File: src/rtl/acc_pkg.sv
// Shared widths and types for the product accumulator slice.
// The enum is for debug and assertion visibility only; it does not drive logic.
package acc_pkg;
  localparam int ACC_W_DEF = 19;
  localparam int PROD_W    = 16;

  typedef logic [ACC_W_DEF-1:0] acc_t;

  typedef enum logic [1:0] {
    IDLE  = 2'd0,
    ACCUM = 2'd1,
    LAST  = 2'd2,
    STALL = 2'd3
  } acc_state_e;
endpackage

File: src/rtl/acc_sat_add.sv
// ACC_W + PROD_W unsigned adder with carry-out.
// With ACC_SATURATE_EN defined the sum clamps to all-ones on carry, otherwise it wraps.
module acc_sat_add
  import acc_pkg::*;
#(
  parameter int ACC_W = ACC_W_DEF
) (
  input  logic [ACC_W-1:0]  i_a,
  input  logic [PROD_W-1:0] i_b,
  output logic [ACC_W-1:0]  o_sum,
  output logic              o_carry
);
  logic [ACC_W:0] w_raw;

  assign w_raw   = {1'b0, i_a} + {{(ACC_W + 1 - PROD_W){1'b0}}, i_b};
  assign o_carry = w_raw[ACC_W];

`ifdef ACC_SATURATE_EN
  assign o_sum = o_carry ? {ACC_W{1'b1}} : w_raw[ACC_W-1:0];
`else
  assign o_sum = w_raw[ACC_W-1:0];
`endif
endmodule

File: src/rtl/product_accumulator.sv
// Sums NUM_TERMS consecutive products into a double-buffered valid/ready result.
// Optional clamp-on-overflow behaviour is selected by ACC_SATURATE_EN.
module product_accumulator
  import acc_pkg::*;
#(
  parameter  int NUM_TERMS = 8,
  parameter  int ACC_W     = ACC_W_DEF,
  localparam int CNT_W     = $clog2(NUM_TERMS)
) (
  input  logic              clk,
  input  logic              reset,
  input  logic              in_valid,
  input  logic [15:0]       prod_in,
  output logic              in_ready,
  input  logic              clr,
  output logic              res_valid,
  input  logic              res_ready,
  output logic [ACC_W-1:0]  res_out,
  output logic [CNT_W-1:0]  term_cnt,
  output logic              ovf,
  output logic [1:0]        dbg_state
);
  // Handshake: a product transfers on a cycle with in_valid && in_ready; a result
  // transfers on a cycle with res_valid && res_ready. in_ready depends on res_ready
  // combinationally and only drops when the last term would overwrite an untaken result.

  logic [ACC_W-1:0] r_acc;
  logic [ACC_W-1:0] r_res;
  logic [CNT_W-1:0] r_cnt;
  logic             r_res_valid;
  logic             r_ovf;

  logic             w_last;
  logic             w_in_ready;
  logic             w_accept;
  logic [ACC_W-1:0] w_add_a;
  logic [ACC_W-1:0] w_sum;
  logic             w_carry;
  acc_state_e       w_state;

  assign w_last     = (r_cnt == CNT_W'(NUM_TERMS - 1));
  assign w_in_ready = !(w_last && r_res_valid && !res_ready);
  assign w_accept   = in_valid && w_in_ready && !clr;
  // The first term of a frame starts from zero, so the stale acc never leaks in.
  assign w_add_a    = (r_cnt == '0) ? '0 : r_acc;

  acc_sat_add #(
    .ACC_W (ACC_W)
  ) u_add (
    .i_a     (w_add_a),
    .i_b     (prod_in),
    .o_sum   (w_sum),
    .o_carry (w_carry)
  );

  always_ff @(posedge clk or posedge reset) begin
    if (reset) begin
      r_acc       <= '0;
      r_cnt       <= '0;
      r_res       <= '0;
      r_res_valid <= 1'b0;
      r_ovf       <= 1'b0;
    end else begin
      if (clr) begin
        r_acc <= '0;
        r_cnt <= '0;
      end else if (w_accept) begin
        r_acc <= w_sum;
        r_cnt <= w_last ? '0 : r_cnt + CNT_W'(1);
        if (w_carry) r_ovf <= 1'b1;
      end

      // A last term landing in the same cycle as the consumer take keeps res_valid high.
      if (w_accept && w_last) begin
        r_res       <= w_sum;
        r_res_valid <= 1'b1;
      end else if (r_res_valid && res_ready) begin
        r_res_valid <= 1'b0;
      end
    end
  end

  always_comb begin
    w_state = IDLE;
    if (r_cnt == '0)                        w_state = IDLE;
    else if (w_last && !w_in_ready)         w_state = STALL;
    else if (w_last)                        w_state = LAST;
    else                                    w_state = ACCUM;
  end

  assign in_ready  = w_in_ready;
  assign res_valid = r_res_valid;
  assign res_out   = r_res;
  assign term_cnt  = r_cnt;
  assign ovf       = r_ovf;
  assign dbg_state = w_state;
endmodule

File: config.mk
export PLATFORM = sky130hd
export DESIGN_NAME = product_accumulator
export DESIGN_NICKNAME = d
export VERILOG_FILES = /design/src/rtl/acc_pkg.sv /design/src/rtl/acc_sat_add.sv /design/src/rtl/product_accumulator.sv
export SDC_FILE = /design/constraint.sdc
export NUM_CORES = 1
export LEC_CHECK = 0
export ABC_AREA = 0
export CAP_MARGIN = 20
export CORE_UTILIZATION = 40
export CTS_CLUSTER_SIZE = 40
export DETAILED_ROUTE_END_ITERATION = 8
export PLACE_DENSITY = 0.69
export SLEW_MARGIN = 20
export SYNTH_ARGS = -nofsm -noshare
export SYNTH_HDL_FRONTEND = slang
export SYNTH_HIERARCHICAL = 1
export SYNTH_SLANG_ARGS = --single-unit
File: constraint.sdc
create_clock -name clk -period 5.6 [get_ports clk]
set_input_delay 1.12 -clock clk [delete_from_list [all_inputs] [get_ports clk]]
set_output_delay 1.12 -clock clk [all_outputs]
set_load 0.02 [all_outputs]
Figure 1. Wiring heat map.
Scale: 4 px per µm. 17 x 17 tiles, from dark purple (low) to yellow (high), scaled to the fullest tile. Values are wire area over tile area, all layers added.
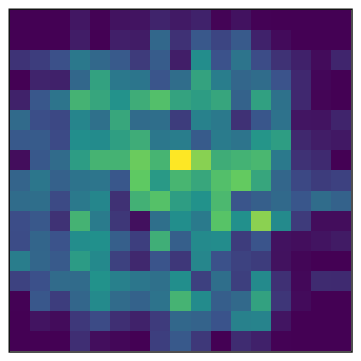
tiles over half the peak: 16%
mean over tiles: 0.13
fullest tile: 0.47
GR Util All Layers: 17.5%
Routed Wire Length: 6020 µm

Figure 2. M3 wires.
Scale: 4 px per µm.
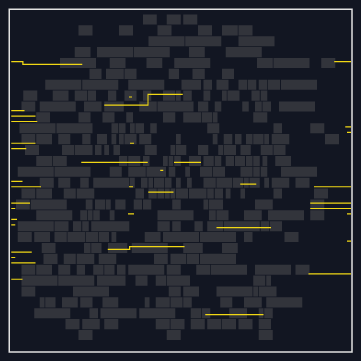
share of all routed wire: 3.7%
longest straight run: 16.3 µm
wire length on this layer: 224 µm
main direction: horizontal
nets with wire on the layer: 33
DR vias: 2179
grt met3 use: 3.31%

Figure 3. Placement by cell class.
Scale: 6 px per µm.
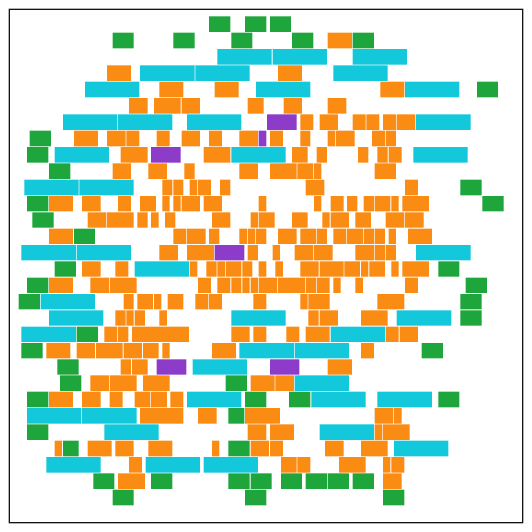
[clock drivers and dummy loads] purple | cells: 6 | share of their area: 2.2%
[all other logic] orange | cells: 213 | share of their area: 50%
[flip-flops] cyan | cells: 43 | share of their area: 33%
[other buffers and delay cells] green | cells: 49 | share of their area: 15%
utilization after layout: 49.7%
Design Area, Final: 3360 µm²

Figure 4. Cells by drive strength.
Scale: 3 px per µm.
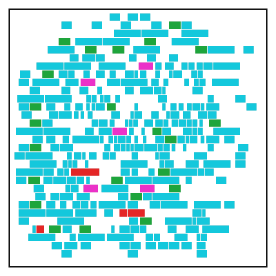
[drive 3 to 4] red | cells: 4
[drive 2] green | cells: 23
[drive 6 and up] magenta | cells: 5
[drive 1 or less] cyan | cells: 279
PnR worst setup slack: 1.89 ns
Area Overhead vs Synth: 20.9%

==> summary.txt <==
TNS Setup: 0 ns
Top area cell types: dfrtp_1 (39%), ha_1 (8.6%), mux2_2 (8.1%)
Core utilization at floorplan: 41.1%
Sw Share: 28.7%
Register share after synthesis: 38.7%
CP max FO: 21
Mapped cell area: 2780 µm²
Final antenna-violating net count: 0
Worst min path class: register to register
Max layer used: met4
Crit-path max cell delay: 0.43 ns
CP Capture Type: register
DR WL/cell: 15.4 µm
Die height: 85.3 µm
Clock buffers created by TritonCTS: 5
Worst Path Arrival: 3.89 ns
DRC: 0
Cell Pwr Density: 196 nW/µm²
Leak Pwr: 1.58 nW
Tool warnings: 27
Run status: finished clean
CTS resizes: 0
Die extent in x: 85.3 µm
Highest-power group: registers
Most frequent cell after synthesis: dfrtp_1
[stage by stage]
| step | cell area (µm²) | worst slack, ns | power [mW] | util [%] |
|---|---|---|---|---|
| finish | 3360 | 1.89 | 0.658 | 49.7 |
| global route | 3360 | 1.60 | 0.694 | 49.7 |
| CTS | 3360 | 1.90 | 0.666 | 49.7 |
| detailed placement | 3290 | 1.78 | 0.481 | 48.6 |
| global placement | 3280 | 1.86 | 0.479 | 48.5 |
| floorplan | 2780 | 2.45 | 0.437 | - |
[state kept, by name, summed over array words and instances, names as in the netlist]
name and count:
ovf 1, r_acc 19, res_out 19, res_valid 1
term_cnt 3
[final cells by class]
cell class,instances,area (µm²)
sequential,43,1080
fill,651,3400
multi-input combinational,205,1590
clock buffer,6,72.6
tap,80,100
timing repair buffer,49,485
inverter,8,30.0
Power figures rest on the tool's default switching activity, not on a simulated workload.
